Clock distribution:
The bar under the picture is 20 µm long.
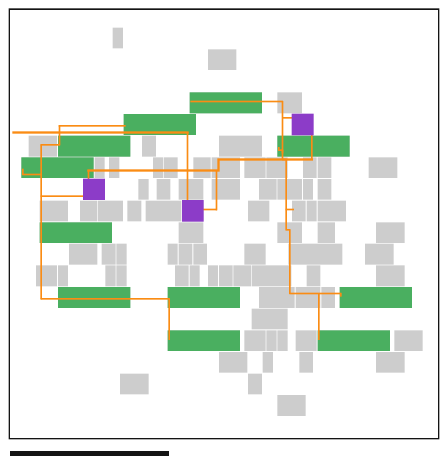
Clock wiring as the flow saved it:
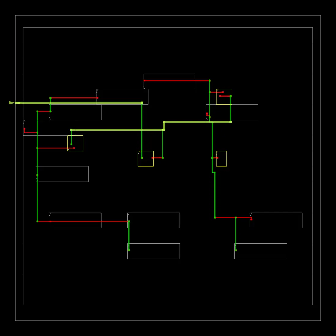
Logic cells by family:
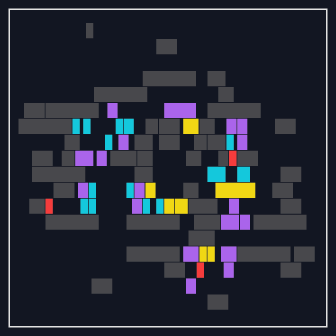
Placed cells, one color a class:
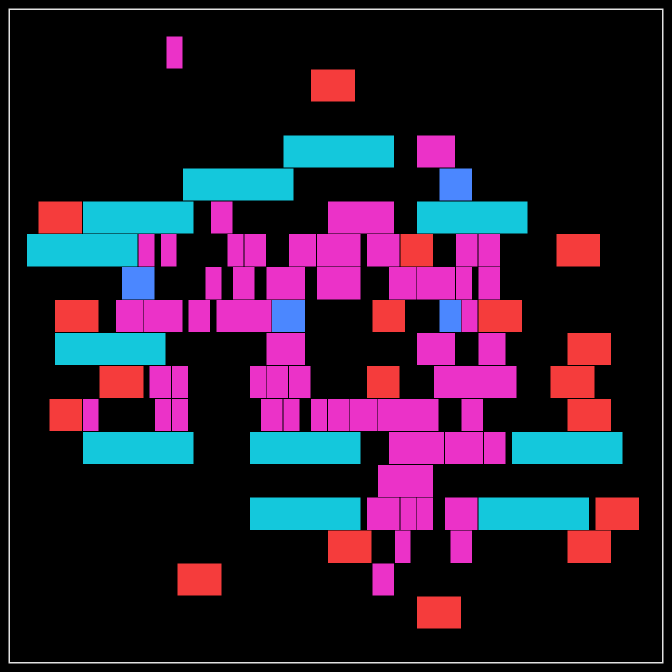
[config.mk]
export PLATFORM = sky130hd
export DESIGN_NAME = conv_layer_input_controller
export DESIGN_NICKNAME = d
export VERILOG_FILES = /design/src/rtl/conv_layer_input_controller.sv
export SDC_FILE = /design/constraint.sdc
export NUM_CORES = 1
export LEC_CHECK = 0
export ABC_AREA = 0
export CAP_MARGIN = 20
export CORE_UTILIZATION = 25
export CTS_CLUSTER_DIAMETER = 100
export DETAILED_ROUTE_END_ITERATION = 12
export PLACE_DENSITY_LB_ADDON = 0.3
export SYNTH_ARGS = -nofsm -noshare
export SYNTH_HDL_FRONTEND = slang
export SYNTH_SLANG_ARGS = --single-unit
[constraint.sdc]
create_clock -name clk -period 2.45 [get_ports clk]
set_input_delay 0.49 -clock clk [delete_from_list [all_inputs] [get_ports clk]]
set_output_delay 0.49 -clock clk [all_outputs]
set_load 0.03 [all_outputs]
[src/rtl/conv_layer_input_controller.sv]
// conv_layer_input_controller
//
// Frame sequencer for the input interface of a convolution layer. One start
// request runs a full frame: a single PRELOAD, then for every output row a
// SHIFT (with an accumulator clear before it and a capture after it),
// separated by LOADs. There is no LOAD after the last row. Each command is
// held for one enabled cycle, and the controller then waits for the
// matching *_FIN acknowledge.
//
// Optional feature (compile-time macro CONV_CTRL_TIMEOUT_EN):
//   An 8-bit watchdog counts enabled cycles spent in any WAIT state. When it
//   reaches TIMEOUT_CYCLES, the frame is abandoned: sticky err is set, the
//   FSM returns to IDLE, and no done pulse is produced. Without the macro,
//   err stays 0 and the WAIT states wait forever.
//
// Parameters
//   ARRAY_SIZE      rows per frame (1..8)
//   TIMEOUT_CYCLES  watchdog limit in enabled WAIT cycles (1..256)
//
// Ports
//   clk          clock, rising edge
//   rst_n        asynchronous active-low reset
//   start        single-cycle frame request; only honoured in IDLE with halt=0
//   halt         level pause; freezes all state and registered outputs
//   ack[1:0]     interface acknowledge: 0 IDLE, 1 PRELOAD_FIN, 2 SHIFT_FIN, 3 LOAD_FIN
//   cmd[1:0]     interface command:     0 IDLE, 1 PRELOAD,     2 SHIFT,     3 LOAD
//   if_enable    interface enable, ~halt
//   busy         high whenever the FSM is not in IDLE
//   row_idx[2:0] current output row
//   acc_clear    pulse alongside each SHIFT command
//   acc_capture  pulse in the cycle after SHIFT_FIN
//   done         pulse at the end of a completed frame
//   err          sticky watchdog timeout flag
module conv_layer_input_controller #(
  parameter int ARRAY_SIZE     = 6,
  parameter int TIMEOUT_CYCLES = 255
) (
  input  logic       clk,
  input  logic       rst_n,
  input  logic       start,
  input  logic       halt,
  input  logic [1:0] ack,
  output logic [1:0] cmd,
  output logic       if_enable,
  output logic       busy,
  output logic [2:0] row_idx,
  output logic       acc_clear,
  output logic       acc_capture,
  output logic       done,
  output logic       err
);

  localparam logic [1:0] CMD_IDLE        = 2'd0;
  localparam logic [1:0] CMD_PRELOAD     = 2'd1;
  localparam logic [1:0] CMD_SHIFT       = 2'd2;
  localparam logic [1:0] CMD_LOAD        = 2'd3;
  localparam logic [1:0] ACK_PRELOAD_FIN = 2'd1;
  localparam logic [1:0] ACK_SHIFT_FIN   = 2'd2;
  localparam logic [1:0] ACK_LOAD_FIN    = 2'd3;
  localparam logic [2:0] LAST_ROW        = 3'(ARRAY_SIZE - 1);

  // row_idx is 3 bits wide and the watchdog is 8 bits wide.
  if (ARRAY_SIZE < 1 || ARRAY_SIZE > 8 || TIMEOUT_CYCLES < 1 || TIMEOUT_CYCLES > 256) begin : g_param_check
    $error("conv_layer_input_controller: ARRAY_SIZE must be 1..8 and TIMEOUT_CYCLES 1..256");
  end

  typedef enum logic [2:0] {
    S_IDLE,
    S_PRE_REQ,
    S_PRE_WAIT,
    S_SH_REQ,
    S_SH_WAIT,
    S_LD_REQ,
    S_LD_WAIT,
    S_DONE
  } state_t;

  state_t     state;
  state_t     state_nxt;
  logic [2:0] row_nxt;
  logic [1:0] cmd_nxt;
  logic       err_nxt;
  logic       ack_hit;
  logic       timeout;

  assign if_enable = ~halt;
  assign busy      = (state != S_IDLE);

  // Only the acknowledge that the current WAIT state expects counts.
  // Every other value, and any value seen outside a WAIT state, is ignored.
  always_comb begin
    ack_hit = 1'b0;
    case (state)
      S_PRE_WAIT: ack_hit = (ack == ACK_PRELOAD_FIN);
      S_SH_WAIT:  ack_hit = (ack == ACK_SHIFT_FIN);
      S_LD_WAIT:  ack_hit = (ack == ACK_LOAD_FIN);
      default:    ack_hit = 1'b0;
    endcase
  end

`ifdef CONV_CTRL_TIMEOUT_EN
  localparam logic [7:0] WD_LAST = 8'(TIMEOUT_CYCLES - 1);

  logic [7:0] wd_cnt;
  logic [7:0] wd_nxt;
  logic       in_wait;

  assign in_wait = (state == S_PRE_WAIT) || (state == S_SH_WAIT) || (state == S_LD_WAIT);

  // The TIMEOUT_CYCLES-th consecutive unanswered WAIT cycle fires the
  // timeout. The counter restarts from zero whenever a WAIT state is left.
  always_comb begin
    timeout = in_wait && !ack_hit && (wd_cnt == WD_LAST);
    wd_nxt  = 8'd0;
    if (in_wait && !ack_hit && !timeout) begin
      wd_nxt = wd_cnt + 8'd1;
    end
  end

  always_ff @(posedge clk or negedge rst_n) begin
    if (!rst_n) begin
      wd_cnt <= 8'd0;
    end else if (!halt) begin
      wd_cnt <= wd_nxt;
    end
  end
`else
  assign timeout = 1'b0;
`endif

  always_comb begin
    state_nxt = state;
    row_nxt   = row_idx;
    err_nxt   = err;
    case (state)
      S_IDLE: begin
        if (start) begin
          state_nxt = S_PRE_REQ;
          row_nxt   = 3'd0;
          err_nxt   = 1'b0;
        end
      end
      S_PRE_REQ:  state_nxt = S_PRE_WAIT;
      S_PRE_WAIT: if (ack_hit) state_nxt = S_SH_REQ;
      S_SH_REQ:   state_nxt = S_SH_WAIT;
      S_SH_WAIT: begin
        if (ack_hit) begin
          state_nxt = (row_idx == LAST_ROW) ? S_DONE : S_LD_REQ;
        end
      end
      S_LD_REQ: begin
        state_nxt = S_LD_WAIT;
        row_nxt   = row_idx + 3'd1;
      end
      S_LD_WAIT:  if (ack_hit) state_nxt = S_SH_REQ;
      S_DONE:     state_nxt = S_IDLE;
      default:    state_nxt = S_IDLE;
    endcase

    if (timeout) begin
      state_nxt = S_IDLE;
      err_nxt   = 1'b1;
    end

    cmd_nxt = CMD_IDLE;
    case (state_nxt)
      S_PRE_REQ: cmd_nxt = CMD_PRELOAD;
      S_SH_REQ:  cmd_nxt = CMD_SHIFT;
      S_LD_REQ:  cmd_nxt = CMD_LOAD;
      default:   cmd_nxt = CMD_IDLE;
    endcase
  end

  // Outputs are decoded from the next state and registered, so they line up
  // with the state they belong to. Holding everything while halt is high
  // makes an interrupted REQ state re-drive its command once after release.
  // LD_REQ and DONE are entered only from SH_WAIT on SHIFT_FIN, so entering
  // either one marks the row capture.
  always_ff @(posedge clk or negedge rst_n) begin
    if (!rst_n) begin
      state       <= S_IDLE;
      row_idx     <= 3'd0;
      err         <= 1'b0;
      cmd         <= CMD_IDLE;
      acc_clear   <= 1'b0;
      acc_capture <= 1'b0;
      done        <= 1'b0;
    end else if (!halt) begin
      state       <= state_nxt;
      row_idx     <= row_nxt;
      err         <= err_nxt;
      cmd         <= cmd_nxt;
      acc_clear   <= (state_nxt == S_SH_REQ);
      acc_capture <= (state_nxt == S_LD_REQ) || (state_nxt == S_DONE);
      done        <= (state_nxt == S_DONE);
    end
  end

endmodule

==> metrics.cfg <==
[status]
status = complete, no violations

[placed_design]
numPortBuffers = 15
hpwl_um = 1020
dpl_cell_area_um2 = 847
dpl_worst_slack_ns = 0.490

[global_route]
antenna_found_initial = 0
grt_pass1_vias = 518
grt_pass1_wl_um = 2420

[power_and_ir_drop]
clockPowerShare = 0.143
pwr-share-comb = 0.555
p_seq_frac = 0.302
p_comb_uw = 509
power_leader = combinational logic
power.share.switching = 0.429
power.density_nw_per_um2 = 1050
peakVddDrop_uv = 519
leakagePower_nw = 0.370
p_clk_uw = 131

[yosys]
simple_gate_share = 0.261
area_leaders = dfrtp_1 (41%), nand2_1 (6.1%), a21oi_1 (6.0%)
ys_cells = 72
top_area_frac = 0.410
ys_sh_adder = 0.0372
synth.avg_cell_area_um2 = 9.33
yosysUniqueCellTypes = 30
top_logic_kind = simple AND/OR/NAND/NOR gates
synth_nets = 80
yosys_warnings = 0
mux_area_frac = 0
numSynthFlops = 11
ys_seq_share = 0.410

[timing]
rsz0062_at_grt = no
setup_tns_ns = 0
slew_headroom = 0.654
slew_violations = 0
tightest_slew_ns = 0.517
fmax_mhz = 448

[worst_hold_path]
min_from = acc_capture

[routing]
dr.first_iter.drc_count = 7
wire_per_inst_um = 12.5
vias_per_cell = 4.72
firstDrtPassIters = 3
ant_nets = 0
totalWireLength_um = 1490

[cts]
root_buffer = clkbuf_4
h-tree-depth = 1
postCtsSetupBuffers = 0
clockBufferDepth = 2
cts_resized = 0
clock-sinks = 11

[setup_path]
path_delay_family = buffers and inverters
worstPathRequired_ns = 1.96
cpPeakStageDelay_ns = 0.60
r2r_slack_ns = 0.97
critical_path.cell_chain = or3_1 -> clkdlybuf4s50_1
crit_slowest_cell = clkdlybuf4s50_1
endpoint = busy
path_max_fanout = 11
cp_num_cells = 2
worst-endpoint-arrival_ns = 1.74
timing.rr.start = state[1]
reg2reg_depth = 4

[floorplan]
core-area_um2 = 2500
die_y_um = 53.8
num_rows = 18
pin_count = 17
die_w_um = 53.8

[cells_and_area]
final_area_um2 = 875
diodes = 0
lay_top_count = clkdlybuf4s50_1
drive_above_1_share = 0.146
nNetsFinal = 98

-- 'clock distribution' (at the start) --
legend:
  clock drivers:
    color: purple
    count: 3
  flip-flops:
    color: green
    count: 11
  clock wires:
    color: orange
    length: 193 µm
routed clock nets: 4

-- 'clock wiring as the flow saved it' (at the start) --
final-layout clock buffer total: 3
skew final: 0.000854 ns

-- 'logic cells by family' (at the start) --
legend:
  inv cells:
    color: red
    cells: 3
  nand cells:
    color: cyan
    cells: 14
  aoi and oai cells:
    color: purple
    cells: 18
  nor cells:
    color: yellow
    cells: 7

-- 'placed cells, one color a class' (at the start) --
legend:
  combinational and other logic:
    color: magenta
    cells: 56
  sequential cells:
    color: cyan
    cells: 11
  clock drivers and dummy loads:
    color: blue
    cells: 4
  remaining buffers and delay cells:
    color: red
    cells: 18

## through the flow
step | utilization | hold WS, ns | total power, mW | std cells
floorplan | - | 0.194 | 0.638 | 72
global placement | 0.339 | 0.472 | 0.780 | 115
detailed placement | 0.339 | 0.474 | 0.784 | 115
CTS | 0.350 | 0.495 | 0.928 | 119
global route | 0.350 | 0.536 | 0.987 | 119
finish | 0.350 | 0.493 | 0.917 | 119
## final cells by class
cell class	instances	area [µm²]
multi-input combinational	53	353
inverter	3	11.3
fill	259	1630
tap	30	37.5
clock inverter	1	5.00
sequential	11	275
timing repair buffer	18	170
clock buffer	3	22.5
## metal layers
layer  track usage  wire length, µm  share of wire  vias up
met1         0.155              735           0.49      263
met5             0                0              0        -
met4        0.0263                0              0        0
met3        0.0650              112          0.075        0
met2         0.179              643           0.43       15
li1              -                -              -      284
Power is estimated from default activity; no workload was simulated.
